--- config.mk ---
export PLATFORM = sky130hd
export DESIGN_NAME = output_pipeline
export DESIGN_NICKNAME = d
export VERILOG_FILES = /design/src/rtl/histeq_pkg.sv /design/src/rtl/output_pipeline_pixel_packer.sv /design/src/rtl/output_pipeline.sv
export SDC_FILE = /design/constraint.sdc
export NUM_CORES = 1
export LEC_CHECK = 0
export CAP_MARGIN = 20
export CORE_MARGIN = 8
export CORE_UTILIZATION = 25
export DETAILED_ROUTE_END_ITERATION = 8
export GPL_ROUTABILITY_DRIVEN = 0
export PLACE_DENSITY = 0.54
export SKIP_CTS_REPAIR_TIMING = 1
export SLEW_MARGIN = 25
export SYNTH_ARGS = -nofsm -noshare
export SYNTH_HDL_FRONTEND = slang
export SYNTH_SLANG_ARGS = --single-unit
export TNS_END_PERCENT = 20
--- constraint.sdc ---
create_clock -name clock -period 2.7 [get_ports clock]
set_input_delay 0.54 -clock clock [delete_from_list [all_inputs] [get_ports clock]]
set_output_delay 0.54 -clock clock [all_outputs]
set_load 0.05 [all_outputs]
--- src/rtl/histeq_pkg.sv ---
`default_nettype none
// +--------------------------------------------------------------------------+
// | Package   : histeq_pkg                                                   |
// | Purpose   : Shared constants and types for the histogram equalizer.      |
// |             Pixel geometry, LUT validity tag, default last image word,   |
// |             and the output_pipeline state encoding.                      |
// | Revision  : 1.0  initial release                                         |
// +--------------------------------------------------------------------------+
package histeq_pkg;

  localparam int          PIX_W                   = 8;
  localparam int          PIX_PER_WORD            = 16;
  localparam int          WORD_W                  = PIX_W * PIX_PER_WORD;
  localparam logic [15:0] LUT_TAG                 = 16'hAAAA;
  localparam logic [14:0] ADDRESS_OF_LAST_DEFAULT = 15'd3;

  typedef enum logic [2:0] {
    S_IDLE   = 3'd0,
    S_FETCH  = 3'd1,
    S_LATCH  = 3'd2,
    S_LOOKUP = 3'd3,
    S_DRAIN  = 3'd4,
    S_WRITE  = 3'd5,
    S_DONE   = 3'd6
  } op_state_e;

  // A LUT entry is only trusted when its tag matches; otherwise the pixel is
  // forced to black.
  function automatic logic [PIX_W-1:0] lut_pixel(input logic [35:0] entry);
    return (entry[35:20] == LUT_TAG) ? entry[PIX_W-1:0] : '0;
  endfunction

endpackage
`default_nettype wire

--- src/rtl/output_pipeline_pixel_packer.sv ---
`default_nettype none
// +--------------------------------------------------------------------------+
// | Module    : pixel_packer                                                 |
// | Purpose   : 16 x 8-bit byte-lane register assembling one output word.    |
// | Ports     : clock, rst_n  - clock / async active-low reset               |
// |             clr_i         - synchronous clear of all lanes (priority)    |
// |             we_i, idx_i   - write enable and lane index                  |
// |             din_i         - byte written into lane idx_i                 |
// |             dout_o        - packed word, lane i at [8*i+:8]              |
// | Revision  : 1.0  initial release                                         |
// +--------------------------------------------------------------------------+
module pixel_packer
  import histeq_pkg::*;
(
  input  logic              clock,
  input  logic              rst_n,
  input  logic              clr_i,
  input  logic              we_i,
  input  logic [3:0]        idx_i,
  input  logic [PIX_W-1:0]  din_i,
  output logic [WORD_W-1:0] dout_o
);

  for (genvar i = 0; i < PIX_PER_WORD; i++) begin : g_lane
    logic [PIX_W-1:0] lane_q;

    always_ff @(posedge clock or negedge rst_n) begin
      if (!rst_n) begin
        lane_q <= '0;
      end else if (clr_i) begin
        lane_q <= '0;
      end else if (we_i && (idx_i == 4'(i))) begin
        lane_q <= din_i;
      end
    end

    assign dout_o[i*PIX_W +: PIX_W] = lane_q;
  end

endmodule
`default_nettype wire

--- src/rtl/output_pipeline.sv ---
`default_nettype none
// +--------------------------------------------------------------------------+
// | Module    : output_pipeline                                              |
// | Purpose   : Final equalizer stage. Reads 128-bit image words from m3,    |
// |             maps every pixel through the LUT in m2 and writes the        |
// |             equalized word to m4. 20 cycles per word.                    |
// | Ports     : clock, rst_n, start, baseOffset                              |
// |             m3ReadAddr/m3ReadBus   - image read port                     |
// |             m2ReadAddr/m2ReadBus   - LUT read port (36-bit entries)      |
// |             m4WriteAddr/m4WriteBus/m4WE - output write port              |
// |             output_done            - all words written                   |
// | Revision  : 1.0  initial release                                         |
// +--------------------------------------------------------------------------+
module output_pipeline
  import histeq_pkg::*;
#(
  parameter logic [14:0] ADDRESS_OF_LAST = ADDRESS_OF_LAST_DEFAULT
) (
  input  logic              clock,
  input  logic              rst_n,
  input  logic              start,
  input  logic              baseOffset,
  output logic [15:0]       m3ReadAddr,
  input  logic [WORD_W-1:0] m3ReadBus,
  output logic [15:0]       m2ReadAddr,
  input  logic [35:0]       m2ReadBus,
  output logic [15:0]       m4WriteAddr,
  output logic [WORD_W-1:0] m4WriteBus,
  output logic              m4WE,
  output logic              output_done
);

  op_state_e         state_q,   state_d;
  logic [14:0]       wordCnt_q, wordCnt_d;
  logic [3:0]        pixCnt_q,  pixCnt_d;
  logic [WORD_W-1:0] wordBuf_q, wordBuf_d;

  logic              pk_clr;
  logic              pk_we;
  logic [3:0]        pk_idx;
  logic [WORD_W-1:0] outBuf;

  always_ff @(posedge clock or negedge rst_n) begin
    if (!rst_n) begin
      state_q   <= S_IDLE;
      wordCnt_q <= '0;
      pixCnt_q  <= '0;
      wordBuf_q <= '0;
    end else begin
      state_q   <= state_d;
      wordCnt_q <= wordCnt_d;
      pixCnt_q  <= pixCnt_d;
      wordBuf_q <= wordBuf_d;
    end
  end

  always_comb begin
    state_d   = state_q;
    wordCnt_d = wordCnt_q;
    pixCnt_d  = pixCnt_q;
    wordBuf_d = wordBuf_q;

    if (!start) begin
      // Dropping start aborts: back to IDLE with everything cleared, so a
      // restart always begins at word 0.
      state_d   = S_IDLE;
      wordCnt_d = '0;
      pixCnt_d  = '0;
      wordBuf_d = '0;
    end else begin
      unique case (state_q)
        S_IDLE:   state_d = S_FETCH;
        S_FETCH:  state_d = S_LATCH;
        S_LATCH: begin
          wordBuf_d = m3ReadBus;
          pixCnt_d  = '0;
          state_d   = S_LOOKUP;
        end
        S_LOOKUP: begin
          pixCnt_d = pixCnt_q + 4'd1;
          if (pixCnt_q == 4'd15) state_d = S_DRAIN;
        end
        S_DRAIN:  state_d = S_WRITE;
        S_WRITE: begin
          // Compare before incrementing so the all-ones last address
          // terminates without wrapping.
          if (wordCnt_q == ADDRESS_OF_LAST) begin
            state_d = S_DONE;
          end else begin
            wordCnt_d = wordCnt_q + 15'd1;
            state_d   = S_FETCH;
          end
        end
        S_DONE:   state_d = S_DONE;
        default:  state_d = S_IDLE;
      endcase
    end
  end

  // The LUT result for lookup n is on m2ReadBus while pixCnt == n+1; the
  // result of pixel 15 arrives during DRAIN.
  always_comb begin
    pk_clr = (state_q != S_IDLE) && !start;
    pk_we  = 1'b0;
    pk_idx = '0;
    if (state_q == S_LOOKUP && pixCnt_q != 4'd0) begin
      pk_we  = 1'b1;
      pk_idx = pixCnt_q - 4'd1;
    end else if (state_q == S_DRAIN) begin
      pk_we  = 1'b1;
      pk_idx = 4'd15;
    end
  end

  pixel_packer u_packer (
    .clock  (clock),
    .rst_n  (rst_n),
    .clr_i  (pk_clr),
    .we_i   (pk_we),
    .idx_i  (pk_idx),
    .din_i  (lut_pixel(m2ReadBus)),
    .dout_o (outBuf)
  );

  assign m3ReadAddr  = (state_q == S_FETCH)
                     ? {baseOffset, wordCnt_q} : '0;
  assign m2ReadAddr  = (state_q == S_LOOKUP)
                     ? {baseOffset, 7'b0, wordBuf_q[{pixCnt_q, 3'b000} +: PIX_W]} : '0;
  assign m4WE        = (state_q == S_WRITE);
  assign m4WriteAddr = (state_q == S_WRITE) ? {baseOffset, wordCnt_q} : '0;
  assign m4WriteBus  = (state_q == S_WRITE) ? outBuf : '0;
  assign output_done = (state_q == S_DONE);

endmodule
`default_nettype wire

Run 1, metal 1:
Scale bar: 100 um.
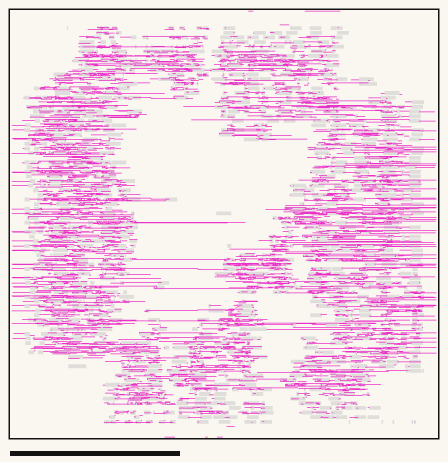
longest straight run: 73.1 um
share of all routed wire: 44%
nets with wire on the layer: 1663
wire length on this layer: 20.2 mm
main direction: horizontal

Run 1, the metal 2 layer:
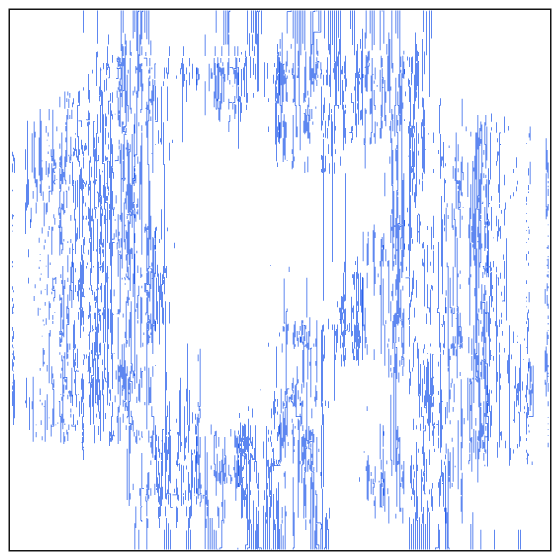
nets with wire on the layer: 1570
longest straight run: 91.8 um
vias: 11300
Routed WL: 46.0 mm
GR Layer Usage met2: 23.5%

Run 1, the metal 3 layer:
Scale bar: 100 um.
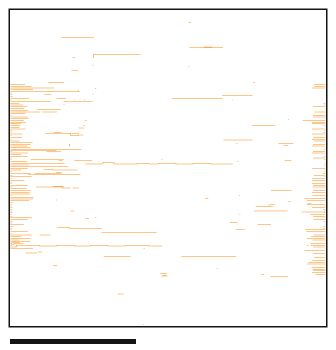
wire length on this layer: 2820 um
share of all routed wire: 6.1%
nets with wire on the layer: 244

Run 1, signal wires on met4:
Scale bar: 100 um.
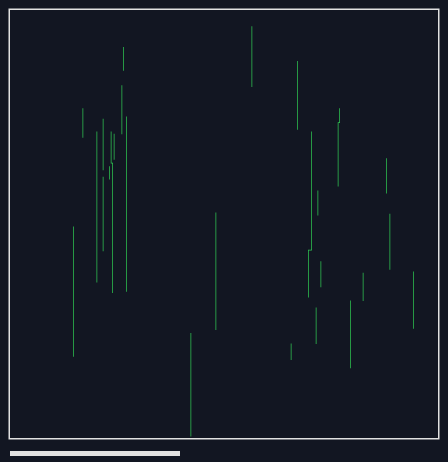
wire length on this layer: 1070 um
longest straight run: 103 um
main direction: vertical

==> run 1: cells in the final DEF (no fill, tap or decap), types with 10 or more instances in the layout <==
cell type,count
mux4_2,32
clkbuf_1,12
mux2i_1,136
buf_4,61
nand3_1,16
clkbuf_16,37
nor2_1,16
nand2_1,395
and2_1,161
buf_12,187
clkdlybuf4s50_1,154
a21oi_1,145
o21ai_0,10
dfrtp_1,275
==> run 1: area by class of cell <==
type,count,area [um^2]
Clock inverter,7,92.6
Timing Repair Buffer,407,5830
Antenna cell,2,5.00
Tap cell,748,936
Clock buffer,54,1020
Sequential cell,278,6960
Multi-Input combinational cell,1023,6540
Inverter,6,51.3
Fill cell,5357,33500
==> results.txt, run 1 <==
flow finished, numbers: Gate Count Post-Synth=1420, Die W=between 200 and 300 um, Met1 Wirelength=around 20 mm, status=complete, but fails checks, PnR worst setup slack=-0.212 ns, P_seq=about 4300 uW, CP Data Arrival Time=approximately 2.4 ns, Vias per Instance=approximately 4.5, post-place setup slack=about 0.11 ns, H-tree depth=2, nature of the critical path startpoint=register, Synth async-reset ratio=100%, Pre-antenna DRT Iters=4, Seq share, synth=50.2%, most frequent CP cell=buf_12, Root Buffer=clkbuf_16, Largest stage delay, worst path=between 0.5 and 0.6 ns, GR Layer Usage met3=under 10%, first-pass GRT wire length=roughly 71 mm, final non-filler cell total=approximately 2500, gr ovfl total=0, Setup TNS=-1.50 ns, R2R Path End=u_packer.g_lane[12].lane_q[6], Final Slew Violations=0, failing checks=negative setup slack, Total GRT Usage=between 10% and 20%, count leader, synth=nand2_1, CTS Buf Count=34, Clk pin slew, worst setup/hold paths=approximately 0.05 ns, post-synth top area cell=dfrtp_1, CTS Sinks=~280, largest net degree at the start of global routing=about 130, met2 WL post-DR=approximately 22 mm, Synth top cells by count=nand2_1 (396), dfrtp_1 (278), and2_1 (161), Syn Std Cell Area=13900 um^2, Final Power=~9800 uW, hpwl dp=about 34 mm, CP Cell Sequence=buf_12, buf_4, mux4_2, mux2i_2, o22ai_2, buf_12, Top Layer Used=met4, Worst Path Buf+Inv=3, DR WL/cell=18.2 um, syn avg cell area=slightly below 10 um^2, Largest regs=u_packer.g_lane.lane_q: 128 flops, wordBuf_q: 128 flops, wordCnt_q: 15 flops, final setup violating endpoints=8, FP Core Util=about a quarter, Iteration-0 DRC Markers=~540
--- run 2 (diff from run 1) ---
--- a/config.mk
+++ b/config.mk
@@ -9,7 +9,7 @@
 export CORE_MARGIN = 8
 export CORE_UTILIZATION = 25
 export DETAILED_ROUTE_END_ITERATION = 8
-export GPL_ROUTABILITY_DRIVEN = 0
+export GPL_ROUTABILITY_DRIVEN = 1
 export PLACE_DENSITY = 0.54
 export SKIP_CTS_REPAIR_TIMING = 1
 export SLEW_MARGIN = 25
Run 2, clock wiring as the flow saved it:
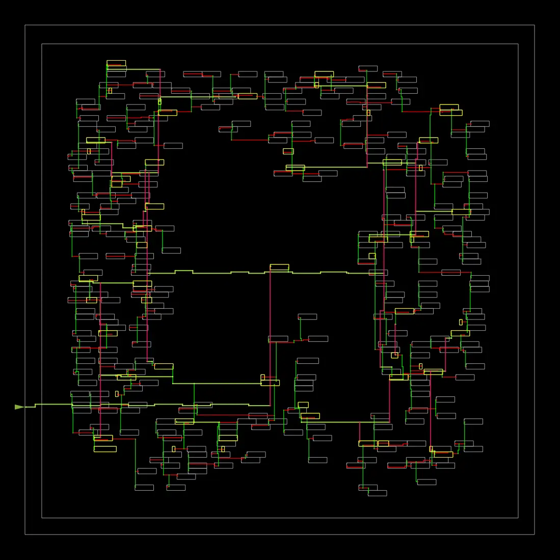
flop count: 278
worst skew pair latency: 0.53 ns
Layout Skew: 0.0174 ns
clk pwr: 4550 uW
CTS Sinks: 278

==> results.txt, run 2 <==
flow finished, numbers: status=complete, but fails checks (unchanged), failing checks=negative setup slack (unchanged), Total GRT Usage=14.3% (unchanged), Die W=251 um (unchanged), Iteration-0 DRC Markers=543 (unchanged), Psw=2360 uW (unchanged), CP Capture Type=primary output (unchanged), FP Core Util=25.2% (unchanged), final setup violating endpoints=8 (unchanged), Routed WL=46.0 mm (unchanged), Top cell area share=50.2% (unchanged), CP Cell Sequence=buf_12, buf_4, mux4_2, mux2i_2, o22ai_2, buf_12 (unchanged), FMAX=0.343 GHz (unchanged), GR Layer Usage met2=23.5% (unchanged), Setup TNS=-1.50 ns (unchanged), Worst Path Buf+Inv=3 (unchanged), gr ovfl total=0 (unchanged), Synth async-reset ratio=100% (unchanged), GR Layer Usage met3=3.76% (unchanged), CP Data Arrival Time=2.37 ns (about the same), post-synth top area cell=dfrtp_1 (unchanged), CP delay by family, top=multiplexers (unchanged), DRC=0 (unchanged), Final Slew Violations=0 (unchanged), P_seq=4330 uW (about the same), syn avg cell area=9.75 um^2 (unchanged), Vias per Instance=4.48 (unchanged), tally of filler cells in the layout=5357 (unchanged), Syn Std Cell Area=13900 um^2 (unchanged), Top Layer Used=met4 (unchanged), vias=11300 (unchanged), hold_ws=0.0155 ns (unchanged), CTS Buf Count=34 (unchanged), most frequent CP cell=buf_12 (unchanged), CTS tree=yes (unchanged), post-place setup slack=0.107 ns (unchanged), Final Power=9850 uW (unchanged), Logic pwr share=9.9% (about the same), Comb area=6540 um^2 (unchanged), largest net degree at the start of global routing=129 (unchanged), area fraction in compound gates=6.98% (unchanged), Largest regs=u_packer.g_lane.lane_q: 128 flops, wordBuf_q: 128 flops, wordCnt_q: 15 flops (unchanged), R2R Path End=u_packer.g_lane[12].lane_q[6] (unchanged), Seq share, synth=50.2% (unchanged), Top cells excl fill/tap=nand2_1 (395), dfrtp_1 (275), buf_12 (187) (unchanged), DR WL/cell=18.2 um (unchanged), Largest stage delay, worst path=0.52 ns (about the same), Primary FF master, synth=dfrtp_1 (unchanged), H-tree depth=2 (unchanged), Synth top cells by count=nand2_1 (396), dfrtp_1 (278), and2_1 (161) (unchanged), Met1 Wirelength=20.2 mm (unchanged), Area contributors post-synth=dfrtp_1 (50%), nand2_1 (11%), mux2i_1 (10%), and2_1 (7.3%), a21oi_1 (5.2%) (unchanged), Levels on crit path=6 (unchanged), Pre-antenna DRT Iters=4 (unchanged), share of cells above drive strength 1=21.2% (unchanged), fa+ha+maj area frac=0.271% (unchanged), Ys Warns=0 (unchanged), first-pass GRT wire length=71.4 mm (unchanged), Yosys chip area=13900 um^2 (unchanged), final non-filler cell total=2525 (unchanged), Root Buffer=clkbuf_16 (unchanged), met2 WL post-DR=21.9 mm (unchanged), Clk pin slew, worst setup/hold paths=0.05 ns (about the same), Gate Count Post-Synth=1420 (unchanged), count leader, synth=nand2_1 (unchanged), maximum vdd drop=0.322 mV (unchanged), hpwl dp=34.0 mm (unchanged), slowest CP cell=dfrtp_4 (unchanged), nature of the critical path startpoint=register (unchanged), vias in the first global route=11900 (unchanged), Commonest Layout Cell=nand2_1 (unchanged), PnR worst setup slack=-0.212 ns (unchanged), flip-flop and latch area=6960 um^2 (unchanged)
==> run 2: cell counts after synthesis <==
No cell type changed its count.
==> run 2: kinds of logic (layout without fill, tap and decap cells) <==
group	count (synthesis)	count (layout)
compound gates	177	177
xor+xnor	8	8
fa+ha+maj	3	3
buf+inv	125	474
flops	278	278
mux	176	176
other cells	1	9
simple gates	652	652
==> run 2: area by class of cell <==
| cell class | count | share of cell area (%) |
|---|---|---|
| Inverter | 6 | 0.239 |
| Multi-Input combinational cell | 1023 | 30.5 |
| Timing Repair Buffer | 407 | 27.2 |
| Clock buffer | 54 | 4.74 |
| Clock inverter | 7 | 0.432 |
| Tap cell | 748 | 4.37 |
| Antenna cell | 2 | 0.0233 |
| Sequential cell | 278 | 32.5 |
Power figures rest on the tool's default switching activity, not on a simulated workload.
